### src/rtl/muldiv_unit_if.sv
// Request/response bundle between the execute stage and the iterative mult/div engine.
// The execute stage drives the master side and the engine implements the slave side.
interface muldiv_unit_if #(
  parameter int WIDTH = 32
);
  logic             start;
  logic [1:0]       op;
  logic [WIDTH-1:0] a;
  logic [WIDTH-1:0] b;
  logic             busy;
  logic             done;
  logic [WIDTH-1:0] hi;
  logic [WIDTH-1:0] lo;
  logic             div_by_zero;

  modport master (
    output start, op, a, b,
    input  busy, done, hi, lo, div_by_zero
  );

  modport slave (
    input  start, op, a, b,
    output busy, done, hi, lo, div_by_zero
  );
endinterface

### src/rtl/muldiv_unit.sv
// Iterative radix-2 multiply / restoring divide feeding HI/LO; done pulse releases the writeback.
// Optional macro MULDIV_SIGNED_EN adds signed ops (op[0]) with a one-cycle sign FIX state.
module muldiv_unit #(
  parameter int WIDTH = 32,
  parameter int CNT_W = 6
) (
  input  logic          clk,
  input  logic          rst_n,
  muldiv_unit_if.slave  bus
);

`ifdef MULDIV_SIGNED_EN
  typedef enum logic [1:0] {S_IDLE, S_CALC, S_FIX, S_DONE} state_t;
`else
  typedef enum logic [1:0] {S_IDLE, S_CALC, S_DONE} state_t;
`endif

  state_t             state_q;
  logic [CNT_W-1:0]   cnt_q;
  logic [2*WIDTH:0]   acc_q;
  logic [WIDTH-1:0]   b_q;
  logic               is_div_q;
  logic               dbz_pend_q;
  logic               busy_q;
  logic               done_q;
  logic [WIDTH-1:0]   hi_q;
  logic [WIDTH-1:0]   lo_q;
  logic               dbz_q;

  logic [WIDTH-1:0]   opa_d;
  logic [WIDTH-1:0]   opb_d;
  logic [WIDTH:0]     mul_sum_d;
  logic [2*WIDTH:0]   mul_acc_d;
  logic [WIDTH:0]     rem_sh_d;
  logic [WIDTH-1:0]   rem_diff_d;
  logic [2*WIDTH:0]   div_acc_d;

`ifdef MULDIV_SIGNED_EN
  logic               sgn_op_q;
  logic               neg_lo_q;
  logic               neg_hi_q;
  logic [2*WIDTH:0]   fix_acc_d;

  function automatic logic [WIDTH-1:0] neg_w(input logic [WIDTH-1:0] v);
    return ~v + {{(WIDTH-1){1'b0}}, 1'b1};
  endfunction

  function automatic logic [2*WIDTH-1:0] neg_2w(input logic [2*WIDTH-1:0] v);
    return ~v + {{(2*WIDTH-1){1'b0}}, 1'b1};
  endfunction

  function automatic logic [WIDTH-1:0] abs_w(input logic [WIDTH-1:0] v);
    return v[WIDTH-1] ? neg_w(v) : v;
  endfunction
`else
  logic               unused_op0_s;
  assign unused_op0_s = bus.op[0];
`endif

  // Operand conditioning at accept: magnitudes for signed ops, raw values otherwise.
  always_comb begin
    opa_d = bus.a;
    opb_d = bus.b;
`ifdef MULDIV_SIGNED_EN
    if (bus.op[0]) begin
      opa_d = abs_w(bus.a);
      opb_d = abs_w(bus.b);
    end else begin
      opa_d = bus.a;
      opb_d = bus.b;
    end
`endif
  end

  // One shift-add multiply step: acc holds {carry, upper, multiplier/low product}.
  always_comb begin
    mul_sum_d = {1'b0, acc_q[2*WIDTH-1:WIDTH]} + {1'b0, b_q};
    if (acc_q[0]) begin
      mul_acc_d = {1'b0, mul_sum_d, acc_q[WIDTH-1:1]};
    end else begin
      mul_acc_d = {1'b0, acc_q[2*WIDTH:1]};
    end
  end

  // One restoring-divide step: acc holds {0, remainder, quotient}.
  always_comb begin
    rem_sh_d   = {acc_q[2*WIDTH-1:WIDTH], acc_q[WIDTH-1]};
    rem_diff_d = rem_sh_d[WIDTH-1:0] - b_q;
    if (rem_sh_d >= {1'b0, b_q}) begin
      div_acc_d = {1'b0, rem_diff_d, acc_q[WIDTH-2:0], 1'b1};
    end else begin
      div_acc_d = {1'b0, rem_sh_d[WIDTH-1:0], acc_q[WIDTH-2:0], 1'b0};
    end
  end

`ifdef MULDIV_SIGNED_EN
  // Sign restoration applied in FIX; remainder follows the dividend's sign.
  always_comb begin
    fix_acc_d = acc_q;
    if (is_div_q) begin
      fix_acc_d = {1'b0,
                   neg_hi_q ? neg_w(acc_q[2*WIDTH-1:WIDTH]) : acc_q[2*WIDTH-1:WIDTH],
                   neg_lo_q ? neg_w(acc_q[WIDTH-1:0])       : acc_q[WIDTH-1:0]};
    end else begin
      fix_acc_d = {1'b0, neg_lo_q ? neg_2w(acc_q[2*WIDTH-1:0]) : acc_q[2*WIDTH-1:0]};
    end
  end
`endif

  // Control FSM with registered busy/done/hi/lo/div_by_zero.
  always_ff @(posedge clk or negedge rst_n) begin
    if (!rst_n) begin
      state_q    <= S_IDLE;
      cnt_q      <= '0;
      acc_q      <= '0;
      b_q        <= '0;
      is_div_q   <= 1'b0;
      dbz_pend_q <= 1'b0;
      busy_q     <= 1'b0;
      done_q     <= 1'b0;
      hi_q       <= '0;
      lo_q       <= '0;
      dbz_q      <= 1'b0;
`ifdef MULDIV_SIGNED_EN
      sgn_op_q   <= 1'b0;
      neg_lo_q   <= 1'b0;
      neg_hi_q   <= 1'b0;
`endif
    end else begin
      done_q <= 1'b0;
      case (state_q)
        S_IDLE: begin
          if (bus.start) begin
            busy_q   <= 1'b1;
            cnt_q    <= '0;
            is_div_q <= bus.op[1];
            b_q      <= opb_d;
`ifdef MULDIV_SIGNED_EN
            sgn_op_q <= bus.op[0];
            neg_lo_q <= bus.op[0] & (bus.a[WIDTH-1] ^ bus.b[WIDTH-1]);
            neg_hi_q <= bus.op[0] & bus.a[WIDTH-1];
`endif
            // Divide by zero skips the iterations and reports {a, all-ones}.
            if (bus.op[1] && (bus.b == {WIDTH{1'b0}})) begin
              acc_q      <= {1'b0, bus.a, {WIDTH{1'b1}}};
              dbz_pend_q <= 1'b1;
              state_q    <= S_DONE;
            end else begin
              acc_q      <= {1'b0, {WIDTH{1'b0}}, opa_d};
              dbz_pend_q <= 1'b0;
              state_q    <= S_CALC;
            end
          end
        end
        S_CALC: begin
          acc_q <= is_div_q ? div_acc_d : mul_acc_d;
          cnt_q <= cnt_q + {{(CNT_W-1){1'b0}}, 1'b1};
          if (cnt_q == CNT_W'(WIDTH-1)) begin
`ifdef MULDIV_SIGNED_EN
            state_q <= sgn_op_q ? S_FIX : S_DONE;
`else
            state_q <= S_DONE;
`endif
          end
        end
`ifdef MULDIV_SIGNED_EN
        S_FIX: begin
          acc_q   <= fix_acc_d;
          state_q <= S_DONE;
        end
`endif
        S_DONE: begin
          hi_q    <= acc_q[2*WIDTH-1:WIDTH];
          lo_q    <= acc_q[WIDTH-1:0];
          dbz_q   <= dbz_pend_q;
          done_q  <= 1'b1;
          busy_q  <= 1'b0;
          state_q <= S_IDLE;
        end
        default: begin
          state_q <= S_IDLE;
          busy_q  <= 1'b0;
        end
      endcase
    end
  end

  assign bus.busy        = busy_q;
  assign bus.done        = done_q;
  assign bus.hi          = hi_q;
  assign bus.lo          = lo_q;
  assign bus.div_by_zero = dbz_q;

endmodule

### src/flat_wrapper.sv
// flat-port wrapper written by rule: the top's interface ports become plain ports
module muldiv_unit_flat 
#(
  parameter int WIDTH = 32,
  parameter int CNT_W = 6
)
  (clk, rst_n, bus_start, bus_op, bus_a, bus_b, bus_busy, bus_done, bus_hi, bus_lo, bus_div_by_zero);
  muldiv_unit_if #(.WIDTH(WIDTH)) bus_i ();
  input  logic clk;
  input  logic rst_n;
  input wire logic [$bits(bus_i.start)-1:0] bus_start;
  input wire logic [$bits(bus_i.op)-1:0] bus_op;
  input wire logic [$bits(bus_i.a)-1:0] bus_a;
  input wire logic [$bits(bus_i.b)-1:0] bus_b;
  output wire logic [$bits(bus_i.busy)-1:0] bus_busy;
  output wire logic [$bits(bus_i.done)-1:0] bus_done;
  output wire logic [$bits(bus_i.hi)-1:0] bus_hi;
  output wire logic [$bits(bus_i.lo)-1:0] bus_lo;
  output wire logic [$bits(bus_i.div_by_zero)-1:0] bus_div_by_zero;
  assign bus_i.start = bus_start;
  assign bus_i.op = bus_op;
  assign bus_i.a = bus_a;
  assign bus_i.b = bus_b;
  assign bus_busy = bus_i.busy;
  assign bus_done = bus_i.done;
  assign bus_hi = bus_i.hi;
  assign bus_lo = bus_i.lo;
  assign bus_div_by_zero = bus_i.div_by_zero;
  muldiv_unit #(.WIDTH(WIDTH), .CNT_W(CNT_W)) u_core (.clk(clk), .rst_n(rst_n), .bus(bus_i));
endmodule
### config.mk
export PLATFORM = sky130hd
export DESIGN_NAME = muldiv_unit_flat
export DESIGN_NICKNAME = d
export VERILOG_FILES = /design/src/rtl/muldiv_unit_if.sv /design/src/rtl/muldiv_unit.sv /design/src/flat_wrapper.sv
export SDC_FILE = /design/constraint.sdc
export NUM_CORES = 1
export LEC_CHECK = 0
export CAP_MARGIN = 20
export CORE_AREA = 2 2 153 155
export CTS_CLUSTER_DIAMETER = 40
export DETAILED_ROUTE_END_ITERATION = 8
export DIE_AREA = 0 0 155 157
export PLACE_DENSITY = 0.76
export SYNTH_ARGS = -nofsm -noshare
export SYNTH_HDL_FRONTEND = slang
export SYNTH_SLANG_ARGS = --single-unit
export TNS_END_PERCENT = 50
### constraint.sdc
create_clock -name clk -period 3 [get_ports clk]
set_clock_uncertainty 0.15 [all_clocks]
set_input_delay 0.3 -clock clk [delete_from_list [all_inputs] [get_ports clk]]
set_output_delay 0.3 -clock clk [all_outputs]
set_load 0.005 [all_outputs]
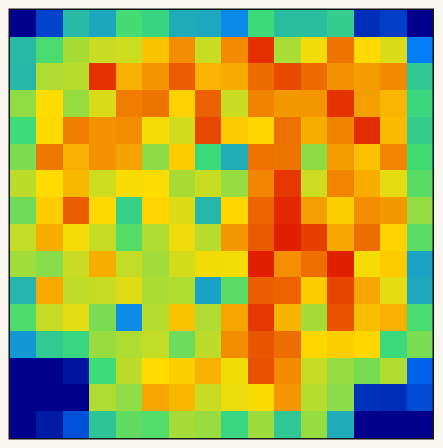
(run_1/util_map.png)
The die is cut into 16 by 16 equal tiles; dark blue is low, red is high, 0 to 100% covered.
nearly empty tiles: 4.3%
fullest tile: 97%
tiles over 75% full: 42%
emptiest ninth of the die: south-west
mean over tiles: 65%

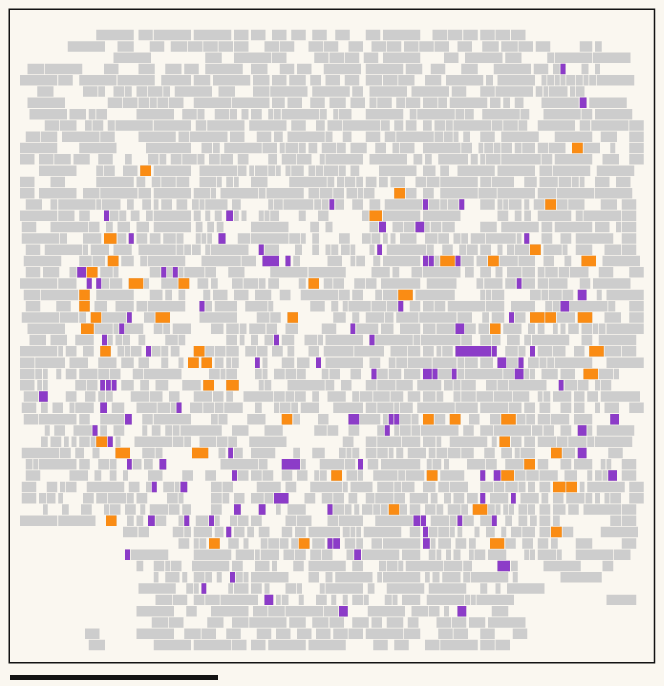
(run_1/gates.png)
Scale bar: 50 um.
legend:
  purple:
    family: nor cells
    cells: 104
    most_used: nor2_1
  orange:
    family: non-inverting ao/oa cells
    cells: 56
    most_used: a21o_1

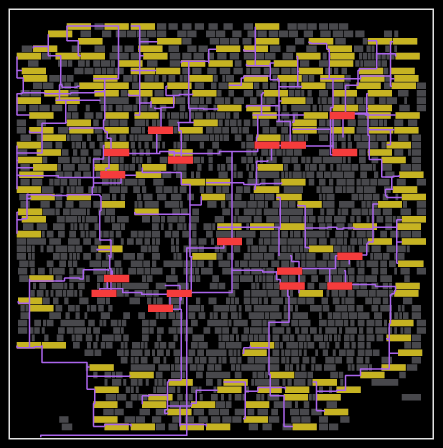
(run_1/clock_wires.png)
legend:
  yellow:
    item: flip-flops
    count: 173
  purple:
    item: clock wires
    length: 2410 um
  red:
    item: clock-net drivers
    count: 17
routed clock nets: 18

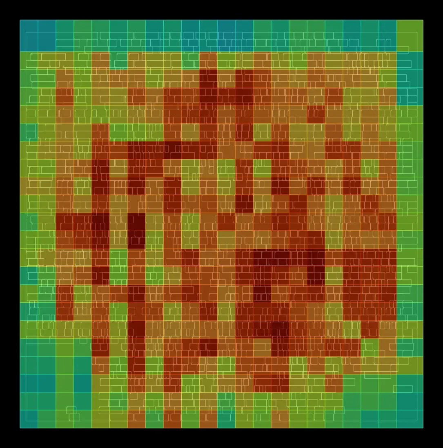
(run_1/congestion_map.png)
routed length per placed instance: 21.88 um
Total GRT Usage: 0.3354
met1 usage: 0.4154
Final Util: 0.7159

==> results.json, run 1 <==
{
  "top_cell_area_share": 0.3724,
  "cp.required_ns": 3.21,
  "ys_sh_mux": 0.1036,
  "hold_buffers": 1,
  "worstMarginPinSlew_ns": 0.8101,
  "seqCellArea_um2": 4338,
  "dieHeight_um": 157,
  "cts_root_buf": "clkbuf_16",
  "std_cell_rows": 55,
  "cts_tree": "built",
  "peakVddDrop_mv": 0.6079,
  "seq_share": 0.2693,
  "cts_buffers": 17,
  "outcome": "finished, violations left",
  "nonClockBufferCount": 373,
  "inverters": 49,
  "logic_area_um2": 7300,
  "p_sw_frac": 0.4562,
  "antenna_found_initial": 0,
  "viasPerCell": 6.197,
  "area.growth.synth_to_final_pct": 38.59,
  "top_register": "u_core.acc_q",
  "grt_pass1_vias": 11468,
  "route.top_layer_used": "met4",
  "core_um2": 22500,
  "hp-class": "input port to flop",
  "finalCriticalPeriod_ns": 3.175,
  "ctsHtreeMaxLevel": 4,
  "netlist_area_um2": 11620,
  "synthDistinctLibCells": 71,
  "nets": 1734,
  "gr-total-overflow": 0,
  "dpl_cell_area_um2": 14780,
  "edf_count": 0,
  "path_clk_slew_ns": 0.08,
  "switchingPower_mw": 9.287,
  "totalWireLength_um": 41490,
  "drt_iter0_markers": 1126,
  "ys_chip_area_um2": 11620,
  "fin_ws_ns": -0.1753,
  "arrival_ns": 3.39,
  "gp_congestion": 0.9927,
  "ios": 136,
  "syn_inst": 1287,
  "cts-resized-gates": 41,
  "ys_ff": 173,
  "cts_sinks": 173,
  "log.warning_count": 29,
  "ys_sh_simple": 0.1350,
  "wl_met2_um": 19730,
  "grt_pass1_wl_um": 62940,
  "grt.busiest_layer": "met2",
  "startpoint_type": "flop",
  "hpwl_um": 30930,
  "comb_area_frac": 0.4531,
  "maxClockFrequency_ghz": 0.3149,
  "ys_warn_count": 0,
  "synthArstFlopShare": 1.000,
  "path_max_fanout": 7,
  "met3_usage": 0.07709,
  "violations": "setup timing",
  "die_area_um2": 24340,
  "lay_top_count": "buf_4",
  "seq_cell_count": 173,
  "clk_path_buf_depth": 2,
  "grt_max_degree": 73,
  "ys_sh_adder": 0.07340,
  "finalSetupViolCount": 26,
  "ys_sh_xor": 0.04068,
  "topCombFamilyByArea": "AND-OR/OR-AND gates",
  "hold_violations": 0,
  "portBuffers": 134,
  "p_clk_frac": 0.113,
  "path_class": "flop to flop"
}
-- run 1: power by group through the flow --
stage | combinational (mW) | sequential (mW) | clock [mW]
global placement | 11.9 | 3.69 | 0
global route | 15.3 | 3.78 | 2.42
detailed placement | 12.1 | 3.70 | 0
CTS | 12.8 | 3.69 | 2.32
floorplan | 7.28 | 3.48 | 0
finish | 14.3 | 3.74 | 2.31
-- run 1: kinds of logic (layout without fill, tap and decap cells) --
logic type      Yosys count  after routing
compound gates          417            417
xor+xnor                 54             54
fa+ha+maj                67             67
buf+inv                 130            454
flops                   173            173
mux                     112            112
simple gates            334            334
-- run 1: stage by stage --
| step | setup TNS, ns | hold slack (ns) | cells |
|---|---|---|---|
| finish | -1.752 | 0.2900 | 1896 |
| global route | -5.212 | 0.3186 | 1896 |
| detailed placement | -2.776 | 0.2601 | 1847 |
| floorplan | 0 | -0.1456 | 1287 |
| global placement | -2.419 | 0.2471 | 1847 |
| CTS | -0.5229 | 0.2834 | 1888 |
-- run 1: path summary, 6_finish.rpt --
check | start | endpoint | cells past startpoint
worst min-delay path | bus_b[24] | u_core.b_q[24] | 3
worst max register to register | u_core.acc_q[56] | u_core.acc_q[62] | 14
worst min register to register | u_core.bus.lo[31] | u_core.bus.lo[31] | 2
worst max-delay path | u_core.acc_q[56] | u_core.acc_q[62] | 14
max in group asynchronous | rst_n | u_core.acc_q[15] | 3
min in group asynchronous | rst_n | u_core.bus.hi[20] | 2
-- run 1: critical path, cell delays in order, from the launching register on --
cell,delay [ns]
dfrtp_1,0.45
ha_4,0.29
nand4_1,0.21
nor4_2,0.38
buf_4,0.17
nand2_2,0.05
a211oi_2,0.16
buf_4,0.15
a211oi_4,0.04
buf_6,0.15
buf_12,0.15
buf_4,0.13
nand2b_2,0.20
o211ai_1,0.25
o2bb2ai_1,0.15
--- run 2 (diff from run 1) ---
SLEW_MARGIN = 10   (was unset)
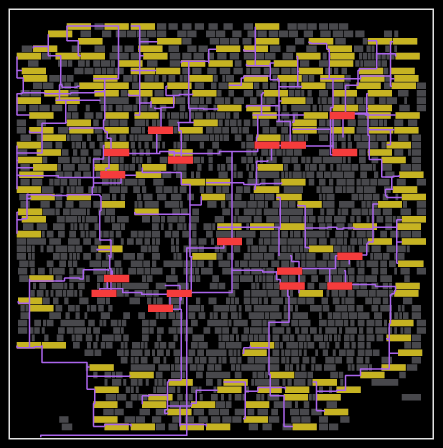
(run_2/clock_wires.png)
legend:
  yellow:
    item: flip-flops
    count: 173
  purple:
    item: clock wires
    length: 2410 um
  red:
    item: clock-net drivers
    count: 17
routed clock nets: 18
flops lie: widely spread

==> run 2 against run 1 <==
The run still ends with setup timing left. Combinational power hardly changed. Wire length stayed put. Total power stayed put. Clock power hardly changed. Worst hold slack stayed put. Clock-buffer cell count stayed put. Critical path type unchanged. Largest power group unchanged.
==> results.json, run 2 <==
{
  "violations": "setup timing",
  "cts_root_buf": "clkbuf_16",
  "ctsHtreeMaxLevel": 4,
  "grt_max_degree": 73,
  "top_cell_area_share": 0.3724,
  "whs_path_depth": 3,
  "ios": 136,
  "hpwl_um": 30930,
  "setup_tns_ns": -1.752,
  "cts_buffers": 17,
  "wl_met2_um": 19730,
  "die_area_um2": 24340,
  "dpl_cell_area_um2": 14780,
  "antenna_left": 0,
  "cp.depth": 14,
  "fin_ws_ns": -0.1753,
  "path_class": "flop to flop",
  "ys_sh_xor": 0.04068,
  "edf_count": 0,
  "r2r-start": "u_core.acc_q[56]",
  "ys_sh_simple": 0.1350,
  "grt_use_total": 0.3354,
  "area.growth.synth_to_final_pct": 38.59,
  "stdcell_count": 1896,
  "timing.rr.end": "u_core.acc_q[62]",
  "log.warning_count": 29,
  "cts_tree": "built",
  "core_um2": 22500,
  "hold_violations": 0,
  "finalCriticalPeriod_ns": 3.175,
  "syn_inst": 1287,
  "totalWireLength_um": 41490,
  "path_common_cell": "buf_4",
  "outcome": "finished, violations left",
  "finalSetupViolCount": 26,
  "std_cell_rows": 55,
  "dieHeight_um": 157,
  "critPathBufInv": 5,
  "lay_top_count": "buf_4",
  "startpoint_type": "flop",
  "topCombFamilyByArea": "AND-OR/OR-AND gates",
  "worstMarginPinSlew_ns": 0.8101,
  "path_clk_slew_ns": 0.08,
  "detail_route.wl_per_cell_um": 21.88,
  "synthDistinctLibCells": 71,
  "reg2reg_depth": 14,
  "clk_path_buf_depth": 2,
  "synthArstFlopShare": 1.000,
  "hp-class": "input port to flop",
  "grt_pass1_wl_um": 62940,
  "ys_sh_mux": 0.1036,
  "ys_chip_area_um2": 11620,
  "ys_ff": 173,
  "cp.required_ns": 3.21,
  "viasPerCell": 6.197,
  "drt_iter0_markers": 1126,
  "grt_pass1_vias": 11468,
  "placedCellCount": 1847,
  "nets": 1734,
  "antenna_found_initial": 0,
  "maxClockFrequency_ghz": 0.3149,
  "crit_chain": "ha_4 -> nand4_1 -> nor4_2 -> buf_4 -> nand2_2 -> a211oi_2 -> buf_4 -> a211oi_4 -> buf_6 -> buf_12 -> buf_4 -> nand2b_2 -> o211ai_1 -> o2bb2ai_1",
  "dpl_worst_slack_ns": -0.1971,
  "cts_sinks": 173,
  "ys_sh_adder": 0.07340,
  "startpoint": "u_core.acc_q[56]",
  "finish.utilization": 0.7159,
  "crit_slowest_cell": "dfrtp_1",
  "endpoint": "u_core.acc_q[62]",
  "ys_warn_count": 0,
  "hold_slack_ns": 0.2900,
  "portBuffers": 134,
  "top_register": "u_core.acc_q"
}
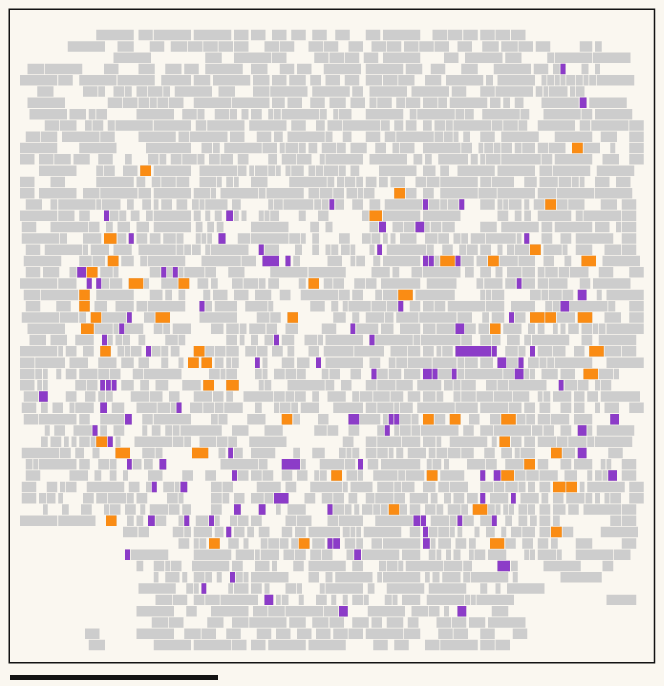
(run_2/gates.png)
Scale bar: 50 um.
legend:
  orange:
    family: non-inverting ao/oa cells
    cells: 56
    most_used: a21o_1
  purple:
    family: nor cells
    cells: 104
    most_used: nor2_1

## run 2: cell families after synthesis
family,Yosys count
compound gates,417
simple gates,334
flops,173
buf+inv,130
mux,112
fa+ha+maj,67
xor+xnor,54
## run 2: power by group
part | total [mW] | internal, mW | switching [mW]
Sequential | 3.74 | 2.96 | 0.784
Combinational | 14.3 | 6.92 | 7.39
Clock | 2.31 | 1.19 | 1.11
Total | 20.4 | 11.1 | 9.29
## run 2: how the worst min path moves through the flow
stage	start	endpoint	slack [ns]
finish	bus_b[24]	u_core.b_q[24]	0.29
global route	bus_b[17]	u_core.b_q[17]	0.32
CTS	bus_b[24]	u_core.b_q[24]	0.28
detailed placement	rst_n	u_core.bus.hi[23]	0.26
global placement	rst_n	u_core.bus.hi[23]	0.25
floorplan	rst_n	u_core.acc_q[0]	-0.15
## run 2: tightest hold or removal path: stages
cell and delay, ns:
clkdlybuf4s50_1 0.41, nand2_1 0.06, o21ai_0 0.06
## run 2: what timing repair did
item | 4_1_cts | 5_1_grt
hold buffers | 1 | 0
cloned | 1 | 2
pin swaps | 12 | 44
resized | 41 | 88
endpoints found under the setup margin | 27 | 33
endpoints found under the hold margin | 69 | 0
buffers inserted | 7 | 12
## run 2: final cells by class
type                            count  area [um^2]
Multi-Input combinational cell    984         7300
Fill cell                        1708         6392
Sequential cell                   173         4338
Timing Repair Buffer              373         3336
Clock buffer                       18        429.2
Tap cell                          285        356.6
Inverter                           49        183.9
Clock inverter                     14        167.7
## run 2: layer usage
metal / GRT usage / vias up
li1: - / 5368
met1: 0.4154 / 5656
met2: 0.5621 / 585
met3: 0.07709 / 141
met4: 0.1481 / 0
met5: 0 / -
Power and IR drop assume default switching activity.
